### The metal 2 layer, run 1

Scale: 1.5 px per um. Cells faint in the background.
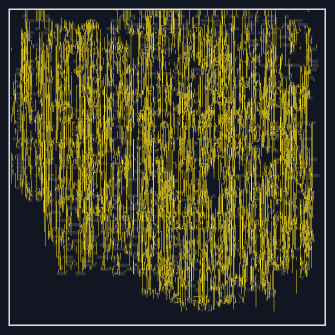
### Where the registers sit, run 1

Scale: 2 px per um. Other sequential cells in the stronger grey, the rest of the logic in the fainter grey.
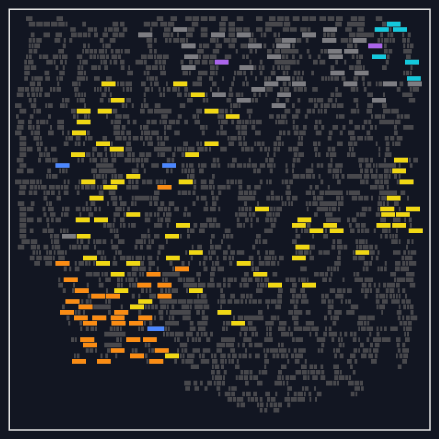
### Routing congestion map, run 1

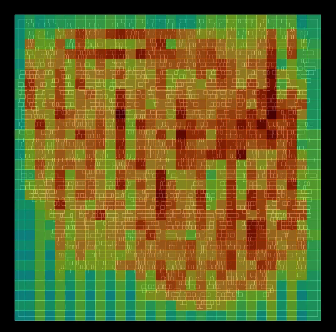
$ cat src/rtl/mdu_pkg.sv
`default_nettype none
// ============================================================================
//  Module   : mdu_pkg
//  Purpose  : Shared opcodes, FSM state encoding, step modes and opcode
//             decode helpers for the iterative RV32M multiply/divide unit.
//  Revision : 1.0  initial release
// ============================================================================
package mdu_pkg;

  // funct3 codes of the RV32M instructions
  localparam logic [2:0] MDU_OP_MUL    = 3'b000;
  localparam logic [2:0] MDU_OP_MULH   = 3'b001;
  localparam logic [2:0] MDU_OP_MULHSU = 3'b010;
  localparam logic [2:0] MDU_OP_MULHU  = 3'b011;
  localparam logic [2:0] MDU_OP_DIV    = 3'b100;
  localparam logic [2:0] MDU_OP_DIVU   = 3'b101;
  localparam logic [2:0] MDU_OP_REM    = 3'b110;
  localparam logic [2:0] MDU_OP_REMU   = 3'b111;

  // Controller states
  typedef enum logic [1:0] {
    ST_IDLE = 2'd0,
    ST_BUSY = 2'd1,
    ST_DONE = 2'd2
  } mdu_state_e;

  // Iteration flavour selected on the shared step datapath
  localparam logic STEP_MUL = 1'b0;
  localparam logic STEP_DIV = 1'b1;

  // DIV, DIVU, REM, REMU all live in the upper half of the funct3 space
  function automatic logic is_div(input logic [2:0] op);
    return op[2];
  endfunction

  function automatic logic is_rem(input logic [2:0] op);
    return op[2] & op[1];
  endfunction

  // rs1 is interpreted as two's complement
  function automatic logic op_signed_a(input logic [2:0] op);
    return (op == MDU_OP_MULH) || (op == MDU_OP_MULHSU) ||
           (op == MDU_OP_DIV)  || (op == MDU_OP_REM);
  endfunction

  // rs2 is interpreted as two's complement
  function automatic logic op_signed_b(input logic [2:0] op);
    return (op == MDU_OP_MULH) || (op == MDU_OP_DIV) || (op == MDU_OP_REM);
  endfunction

endpackage
`default_nettype wire

$ cat src/rtl/mdu_iter_step.sv
`default_nettype none
// ============================================================================
//  Module   : mdu_step
//  Purpose  : One combinational radix-2 iteration on magnitudes, built around
//             a single XLEN+1 adder/subtractor.
//             MUL mode : acc = {partial_hi, multiplier}; adds the multiplicand
//                        when multiplier LSB is set, then shifts right.
//             DIV mode : acc = {remainder, dividend}; shifts left and trial
//                        subtracts the divisor (restoring). The quotient bit
//                        is returned separately; acc_o[0] is 0 in DIV mode.
//  Revision : 1.0  initial release
// ============================================================================
module mdu_step
  import mdu_pkg::*;
#(
  parameter int XLEN = 32
) (
  input  logic              mode_i,
  input  logic [2*XLEN-1:0] acc_i,
  input  logic [XLEN-1:0]   operand_i,
  output logic [2*XLEN-1:0] acc_o,
  output logic              qbit_o
);

  logic [XLEN-1:0] w_hi;
  logic [XLEN-1:0] w_lo;
  logic [XLEN:0]   w_add_a;
  logic [XLEN:0]   w_add_b;
  logic            w_add_cin;
  logic [XLEN+1:0] w_sum;

  assign w_hi = acc_i[2*XLEN-1:XLEN];
  assign w_lo = acc_i[XLEN-1:0];

  // Operand steering for the shared adder: add for MUL, subtract for DIV
  always_comb begin
    w_add_a   = {1'b0, w_hi};
    w_add_b   = '0;
    w_add_cin = 1'b0;
    if (mode_i == STEP_DIV) begin
      // Remainder shifted left with the next dividend bit; may be XLEN+1 wide
      w_add_a   = acc_i[2*XLEN-1:XLEN-1];
      w_add_b   = ~{1'b0, operand_i};
      w_add_cin = 1'b1;
    end else if (w_lo[0]) begin
      w_add_b   = {1'b0, operand_i};
    end
  end

  // For subtraction the top bit is the "no borrow" flag (a >= b)
  assign w_sum = {1'b0, w_add_a} + {1'b0, w_add_b} + {{(XLEN+1){1'b0}}, w_add_cin};

  // Result assembly: shift right for MUL, restore-or-keep for DIV
  always_comb begin
    acc_o  = {w_sum[XLEN:0], w_lo[XLEN-1:1]};
    qbit_o = 1'b0;
    if (mode_i == STEP_DIV) begin
      qbit_o = w_sum[XLEN+1];
      if (w_sum[XLEN+1]) begin
        acc_o = {w_sum[XLEN-1:0], w_lo[XLEN-2:0], 1'b0};
      end else begin
        acc_o = {acc_i[2*XLEN-2:0], 1'b0};
      end
    end
  end

endmodule
`default_nettype wire

$ cat src/rtl/mdu_iter.sv
`default_nettype none
// ============================================================================
//  Module   : mdu_iter
//  Purpose  : Iterative RV32M multiply/divide responder on the
//             mdu_valid/mdu_ready handshake. Captures magnitudes and sign
//             flags, runs XLEN shift-add or restoring-divide steps, applies
//             the sign fix and pulses mdu_ready for one cycle.
//  Options  : MDU_FAST_MUL_EN - single-cycle combinational multiply for
//             MUL/MULH/MULHSU/MULHU; division stays iterative.
//  Revision : 1.0  initial release
// ============================================================================
module mdu_iter
  import mdu_pkg::*;
#(
  parameter int XLEN  = 32,
  parameter int CNT_W = 6
) (
  input  logic            clk,
  input  logic            rst,
  input  logic            mdu_valid,
  input  logic [2:0]      mdu_op,
  input  logic [XLEN-1:0] rs1,
  input  logic [XLEN-1:0] rs2,
  output logic [XLEN-1:0] mdu_result,
  output logic            mdu_ready
);

  localparam logic [CNT_W-1:0] C_LAST_ITER = CNT_W'(XLEN - 1);
  localparam logic [XLEN-1:0]  C_INT_MIN   = {1'b1, {(XLEN-1){1'b0}}};

  mdu_state_e        state_q, state_d;
  logic [2:0]        op_q, op_d;
  logic              sa_q, sa_d;
  logic              sb_q, sb_d;
  logic [XLEN-1:0]   opnd_q, opnd_d;
  logic [2*XLEN-1:0] acc_q, acc_d;
  logic [CNT_W-1:0]  cnt_q, cnt_d;
  logic [XLEN-1:0]   result_q, result_d;

  logic              w_sa;
  logic              w_sb;
  logic [XLEN-1:0]   w_abs_a;
  logic [XLEN-1:0]   w_abs_b;
  logic              w_div_zero;
  logic              w_div_ovf;
  logic              w_fast_hit;
  logic [XLEN-1:0]   w_fast_res;
  logic [2*XLEN-1:0] w_step_acc;
  logic              w_qbit;
  logic [2*XLEN-1:0] w_acc_nxt;
  logic [2*XLEN-1:0] w_prod;
  logic [XLEN-1:0]   w_fixed;

  // Request decode on the live inputs (used only in IDLE)
  assign w_sa       = op_signed_a(mdu_op) & rs1[XLEN-1];
  assign w_sb       = op_signed_b(mdu_op) & rs2[XLEN-1];
  assign w_abs_a    = w_sa ? -rs1 : rs1;
  assign w_abs_b    = w_sb ? -rs2 : rs2;
  assign w_div_zero = is_div(mdu_op) && (rs2 == '0);
  assign w_div_ovf  = is_div(mdu_op) && op_signed_a(mdu_op) &&
                      (rs1 == C_INT_MIN) && (rs2 == '1);

`ifdef MDU_FAST_MUL_EN
  logic [2*XLEN-1:0] w_fast_a;
  logic [2*XLEN-1:0] w_fast_b;
  logic [2*XLEN-1:0] w_fast_p;

  // Operands are (XLEN+1)-bit signed values sign-extended to 2*XLEN; the low
  // 2*XLEN bits of the product are exact for every signedness combination.
  assign w_fast_a   = {{XLEN{w_sa}}, rs1};
  assign w_fast_b   = {{XLEN{w_sb}}, rs2};
  assign w_fast_p   = w_fast_a * w_fast_b;
  assign w_fast_hit = !is_div(mdu_op);
  assign w_fast_res = (mdu_op == MDU_OP_MUL) ? w_fast_p[XLEN-1:0]
                                             : w_fast_p[2*XLEN-1:XLEN];
`else
  assign w_fast_hit = 1'b0;
  assign w_fast_res = '0;
`endif

  mdu_step #(
    .XLEN (XLEN)
  ) u_step (
    .mode_i    (is_div(op_q) ? STEP_DIV : STEP_MUL),
    .acc_i     (acc_q),
    .operand_i (opnd_q),
    .acc_o     (w_step_acc),
    .qbit_o    (w_qbit)
  );

  // Divide inserts the new quotient bit into the freed LSB of the dividend
  assign w_acc_nxt = is_div(op_q) ? {w_step_acc[2*XLEN-1:1], w_qbit} : w_step_acc;

  // Sign fix applied to the final iteration's accumulator
  always_comb begin
    w_prod  = (sa_q ^ sb_q) ? -w_acc_nxt : w_acc_nxt;
    w_fixed = (op_q == MDU_OP_MUL) ? w_prod[XLEN-1:0] : w_prod[2*XLEN-1:XLEN];
    if (is_rem(op_q)) begin
      w_fixed = sa_q ? -w_acc_nxt[2*XLEN-1:XLEN] : w_acc_nxt[2*XLEN-1:XLEN];
    end else if (is_div(op_q)) begin
      w_fixed = (sa_q ^ sb_q) ? -w_acc_nxt[XLEN-1:0] : w_acc_nxt[XLEN-1:0];
    end
  end

  // Next-state and datapath update for the IDLE/BUSY/DONE controller
  always_comb begin
    state_d  = state_q;
    op_d     = op_q;
    sa_d     = sa_q;
    sb_d     = sb_q;
    opnd_d   = opnd_q;
    acc_d    = acc_q;
    cnt_d    = cnt_q;
    result_d = result_q;
    case (state_q)
      ST_IDLE: begin
        if (mdu_valid) begin
          op_d  = mdu_op;
          sa_d  = w_sa;
          sb_d  = w_sb;
          cnt_d = '0;
          if (is_div(mdu_op)) begin
            acc_d  = {{XLEN{1'b0}}, w_abs_a};
            opnd_d = w_abs_b;
          end else begin
            acc_d  = {{XLEN{1'b0}}, w_abs_b};
            opnd_d = w_abs_a;
          end
          if (w_div_zero) begin
            result_d = is_rem(mdu_op) ? rs1 : '1;
            state_d  = ST_DONE;
          end else if (w_div_ovf) begin
            result_d = is_rem(mdu_op) ? '0 : C_INT_MIN;
            state_d  = ST_DONE;
          end else if (w_fast_hit) begin
            result_d = w_fast_res;
            state_d  = ST_DONE;
          end else begin
            state_d  = ST_BUSY;
          end
        end
      end
      ST_BUSY: begin
        if (!mdu_valid) begin
          // Requester withdrew: abandon silently, keep the old result
          state_d = ST_IDLE;
        end else begin
          acc_d = w_acc_nxt;
          cnt_d = cnt_q + CNT_W'(1);
          if (cnt_q == C_LAST_ITER) begin
            result_d = w_fixed;
            state_d  = ST_DONE;
          end
        end
      end
      ST_DONE: begin
        state_d = ST_IDLE;
      end
      default: begin
        state_d = ST_IDLE;
      end
    endcase
  end

  // State and datapath registers with synchronous reset
  always_ff @(posedge clk) begin
    if (rst) begin
      state_q  <= ST_IDLE;
      op_q     <= '0;
      sa_q     <= 1'b0;
      sb_q     <= 1'b0;
      opnd_q   <= '0;
      acc_q    <= '0;
      cnt_q    <= '0;
      result_q <= '0;
    end else begin
      state_q  <= state_d;
      op_q     <= op_d;
      sa_q     <= sa_d;
      sb_q     <= sb_d;
      opnd_q   <= opnd_d;
      acc_q    <= acc_d;
      cnt_q    <= cnt_d;
      result_q <= result_d;
    end
  end

  assign mdu_ready  = (state_q == ST_DONE);
  assign mdu_result = result_q;

endmodule
`default_nettype wire

$ cat config.mk
export PLATFORM = sky130hd
export DESIGN_NAME = mdu_iter
export DESIGN_NICKNAME = d
export VERILOG_FILES = /design/src/rtl/mdu_pkg.sv /design/src/rtl/mdu_iter_step.sv /design/src/rtl/mdu_iter.sv
export SDC_FILE = /design/constraint.sdc
export NUM_CORES = 1
export LEC_CHECK = 0
export CORE_MARGIN = 2
export CORE_UTILIZATION = 35
export CTS_CLUSTER_DIAMETER = 120
export CTS_CLUSTER_SIZE = 14
export DETAILED_ROUTE_END_ITERATION = 10
export HOLD_SLACK_MARGIN = 0.08
export MAX_ROUTING_LAYER = met4
export PLACE_DENSITY_LB_ADDON = 0.15
export SLEW_MARGIN = 20
export SYNTH_ARGS = -nofsm -noshare
export SYNTH_HDL_FRONTEND = slang
export SYNTH_SLANG_ARGS = --single-unit
$ cat constraint.sdc
create_clock -name clk -period 7.73 [get_ports clk]
set_clock_uncertainty 0.15 [all_clocks]
set_input_delay 1.9325 -clock clk [delete_from_list [all_inputs] [get_ports clk]]
set_output_delay 1.9325 -clock clk [all_outputs]
set_load 0.03 [all_outputs]
==> Changelog: implementation, run 1 <==
## Implementation

- Sequential share of the synthesized area: between 10% and 20%
- Area leader, netlist: dfxtp_1
- Most frequent cells after synthesis: 274 x nor2_1, 229 x nand2_1, 185 x a21oi_1
- Cell count in the Yosys report: between 2k and 2.5k
- Crit-path leading delay family: AND-OR/OR-AND gates
- Fraction of area in multi-input gates: around two thirds
- Status: finished, final reports clean
- Req. time, crit path: roughly 7.9 ns
- Detail Route Antenna Nets: 0
- LEAKAGE: about 0.0059 uW
- Clock buffer cells: 17
- Drc violations: 0
- Synth top area cells: dfxtp_1 19%, nor2_1 6.9%, a21oi_1 6.3%, o21ai_0 5.9%, nand2_1 5.8%
- Tap Cells: between 500 and 600
- Busiest layer in global routing: met2
- Synth-to-Final Area Change: 14.3%
- Initial antenna violation count: 1
- Psw: roughly 1000 uW
- Largest Pwr Group: the clock network
- Ys flop type: dfxtp_1
- Synth logic family: AND-OR/OR-AND gates
- Initial DRC Count: 2,097
- Final Power: about 2600 uW
- Post-synth ARST share: 0%
- Combinational cell power: roughly 840 uW
- Yosys aoi share: between 30% and 40%
- Fillers: 4,411
- Worst VDD drop: 0.152 mV
- MI comb cells: roughly 1.8k
- Hold WS: between 0.3 and 0.4 ns
- Yosys chip area: between 10,000 and 15,000 um^2
- Fin cells: about 2.7k
- AND/OR/NAND/NOR Cells, Area Fraction: about 27%
- Bufs w/o clock: ~150
- Inserted Clock Buffers: 17
- Switching share of total power: roughly 39%
- Core area: approximately 42,000 um^2
- Maximum clock rate: 0.141 GHz
- Place WS: between 0.8 and 0.9 ns
- Most numerous logic cells after layout: 272 x nor2_1, 229 x nand2_1, 185 x a21oi_1
- First-pass GRT wire length: 101,000 um
- Most frequent logic cell in the layout: nor2_1
- CP max stage delay: ~0.64 ns
- Synthesized flop and latch total: around 140
- Critical path class: reg -> reg
- Die H: ~210 um
- Placed insts: about 2.7k
- Cell Type Count: roughly 87
- WL met3: between 4000 and 5000 um
- Power in the clock group: 932 uW
- Max-Cap Viols: 0
- Final setup vio count: 0
- Post-DP HPWL: roughly 53,000 um
- Syn_nets: 2,266
- Seq_cells: ~140
- CP bufs+invs: 3
- # IOs: a little over 100
- Fin. max-slew vios: 0
- Rel. slew slack: approximately 28%
- Total gr overflow: 0
- Final GP Congestion: between 0.9 and 1
- Worst R2R End: mdu_result[22]
- Mux share: under 10%
- Hold_sp: cnt_q[4]
- Fp util: between 30% and 40%
- Final design area excluding fillers: between 15,000 and 20,000 um^2
- Reg with most FFs: acc_q
- Synth Area in Adders: around 3.5%
- Syn Inst Count: around 2.2k
- Clock Sinks: 141
- Skew-Pair Late Insertion Delay: between 0.4 and 0.5 ns
- Xor+xnor area frac: 7.04%
-- 'The metal 2 layer' (at the start) --
nets with wire on the layer = 1,837
main direction = vertical
longest straight run = 99.3 um
wire length on this layer = 31.3 mm
final WL: 68,700 um
met2 GRT Util: 49.7%
routed vias: 17.1k

-- 'Where the registers sit' (at the start) --
yellow -> `acc_q`  # flops 64
blue -> `op_q`  # flops 3
cyan -> `cnt_q`  # flops 6, where north-east
purple -> `state_q`  # flops 2
orange -> `opnd_q`  # flops 32, where south-west
sequential cell area: 2830 um^2
Seq/total area: 16.7%
P_seq: 805 uW
final core occ: 40.4%

-- 'Routing congestion map' (at the start) --
met3 GRT Util: 4.22%
M1 GR Usage: 41.2%
GR Util All Layers: 31.3%
wire per inst: 25.3 um

==> run 2: changes to the inputs <==
--- a/config.mk
+++ b/config.mk
@@ -7,6 +7,7 @@
 export LEC_CHECK = 0
 export CORE_MARGIN = 2
 export CORE_UTILIZATION = 35
+export CTS_BUF_LIST = sky130_fd_sc_hd__clkbuf_8
 export CTS_CLUSTER_DIAMETER = 120
 export CTS_CLUSTER_SIZE = 14
 export DETAILED_ROUTE_END_ITERATION = 10
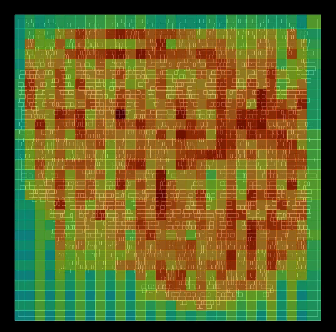
*Routing congestion map, run 2*
GR Util All Layers: 31.3%
M1 GR Usage: 41.1%
busiest layer in global routing: met2
final core occ: 40.0%
met2 GRT Util: 50.2%

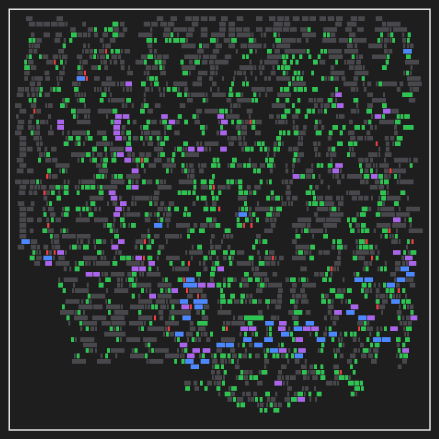
*Gate-type map, run 2*
Scale: 2 px per um.
purple -> mux cells  # cells 76
blue -> fa/ha/maj cells  # cells 40
green -> aoi and oai cells  # cells 659, where all over the die
red -> inv cells  # cells 38

==> run 2 against run 1 <==
  * Hold slack better by 0.0046 ns
  * Sequential share of layout area up 0.19 points
  * Setup slack worse by 0.019 ns
  * Combinational power about the same
  * Synthesized cell count unchanged
==> Changelog: implementation, run 2 <==
## Implementation

- Clock buffer cells: 17 (unchanged)
- Seq_cells: 141 (unchanged)
- CTS Buffer Depth: 2
- Area leader, netlist: dfxtp_1
- Tap Cells: 539 (unchanged)
- Detail Route Antenna Nets: 0 (unchanged)
- Cell Type Count: 87 (unchanged)
- CP bufs+invs: 3 (unchanged)
- Mux share: 5.37% (unchanged)
- P_seq: 804 uW (about the same)
- Fraction of layout cells with a size suffix above 1: around 7.2%
- Largest Pwr Group: combinational logic
- Yosys aoi share: 32.5% (unchanged)
- Bufs w/o clock: 148 (unchanged)
- Seq/total area: 16.9% (+0.19 points)
- Final setup vio count: 0 (unchanged)
- Xor+xnor area frac: 7.04% (unchanged)
- Die H: 210 um (unchanged)
- NonClk Buf Share: under 10%
- Synth-to-Final Area Change: 13.0%
- Fp util: 35.4% (unchanged)
- Clock Power Share: between 30 and 40%
- # IOs: 103 (unchanged)
- Hold Path Depth: 2
- Switching share of total power: 42.0% (+2.6 points)
- Fillers: 4,434 (+0.52%)
- Reg with most FFs: acc_q
- Worst R2R End: mdu_result[22]
- Status: finished, final reports clean
- Synth top area cells: dfxtp_1 19%, nor2_1 6.9%, a21oi_1 6.3%, o21ai_0 5.9%, nand2_1 5.8%
- Wire per inst: 25.3 um (about the same)
- Post-DP HPWL: 53,300 um (unchanged)
- Placed insts: 2,680 (unchanged)
- Power in the clock group: 721 uW (-23%)
- EDFF count, synth: 0
- Synthesized flop and latch total: 141 (unchanged)
- Skew-Pair Late Insertion Delay: 0.52 ns (+0.06 ns)
- Final WL: 68,600 um (about the same)
- Sequential share of the synthesized area: 19.1% (unchanged)
- Max-Cap Viols: 0 (unchanged)
- Critical path class: reg -> reg
- Combinational cell power: 842 uW (about the same)
- Hold WS: 0.333 ns (+0.00463 ns)
- Drc violations: 0 (unchanged)
- WL met3: 4820 um (+0.88%)
- Initial DRC Count: 1,984 (-5.4%)
- Die Wd: between 200 and 250 um
- Final design area excluding fillers: 16,700 um^2 (-1.1%)
- AND/OR/NAND/NOR Cells, Area Fraction: 27.2% (unchanged)
- Hold_sp: cnt_q[4]
- Maximum clock rate: 0.141 GHz (-0.26%)
- Ys flop type: dfxtp_1
- Synth top cell by count: nor2_1
- Rel. slew slack: 26.8% (-1.1 points)
- CP cell instances: inv_1 -> nor2_2 -> mux2i_1 -> fa_1 -> nor2b_1 -> o2111ai_2 -> a2111oi_4 -> o31a_2 -> nor2_1 -> a211o_1 -> inv_1 -> ha_1 -> nand2_1 -> a2111oi_0 -> o211ai_1 -> o41ai_1 -> buf_4 -> nor3b_2 -> nand4_1 -> o41a_1 -> o2111ai_2 -> a32oi_1 -> a2111oi_2
- Most numerous logic cells after layout: 272 x nor2_1, 229 x nand2_1, 185 x a21oi_1
- Inserted Clock Buffers: 17 (unchanged)
- RSZ-0062 raised after global routing: false
- Syn_nets: 2,266 (unchanged)
- Cell count in the Yosys report: 2,156 (unchanged)
- Final hold violation count: 0
- Final GP Congestion: 0.984 (unchanged)
- Clock Sinks: 141 (unchanged)
- CP max FO: 20
- Place WS: 0.889 ns (unchanged)
- Crit path launch: acc_q[0]
- Crit-path leading delay family: AND-OR/OR-AND gates
- Most frequent cells after synthesis: 274 x nor2_1, 229 x nand2_1, 185 x a21oi_1
- Met3 GRT Util: 4.16% (-0.060 points)
- Fin cells: 2,712 (unchanged)
- Final Power: 2370 uW (-8.2%)
- Sequential cell area: 2830 um^2 (unchanged)
- Req. time, crit path: 7.99 ns (+0.06 ns)
- Synth logic family: AND-OR/OR-AND gates
- Post-synth ARST share: 0% (unchanged)
- Reg2reg setup slack: a little over 0.6 ns
- Synth Area in Adders: 3.48% (unchanged)
- Initial antenna violation count: 1 (unchanged)
- First-pass GRT wire length: 101,000 um (-0.12%)
- LEAKAGE: 0.00583 uW (-1.5%)
- Core area: 41,900 um^2 (unchanged)
- Number of global-route vias before repair: approximately 16k
- Psw: 994 uW (-2.1%)
- CP max stage delay: 0.63 ns (about the same)
- Syn Inst Count: 2,156 (unchanged)
- Clock-pin slew on the worst setup and hold paths: 0.11 ns
- MI comb cells: 1,814 (unchanged)
- Most frequent logic cell in the layout: nor2_1
- Fraction of area in multi-input gates: 67.3% (+0.76 points)
- Routed vias: 17.0k (-0.26%)
Power figures rest on the tool's default switching activity, not on a simulated workload.
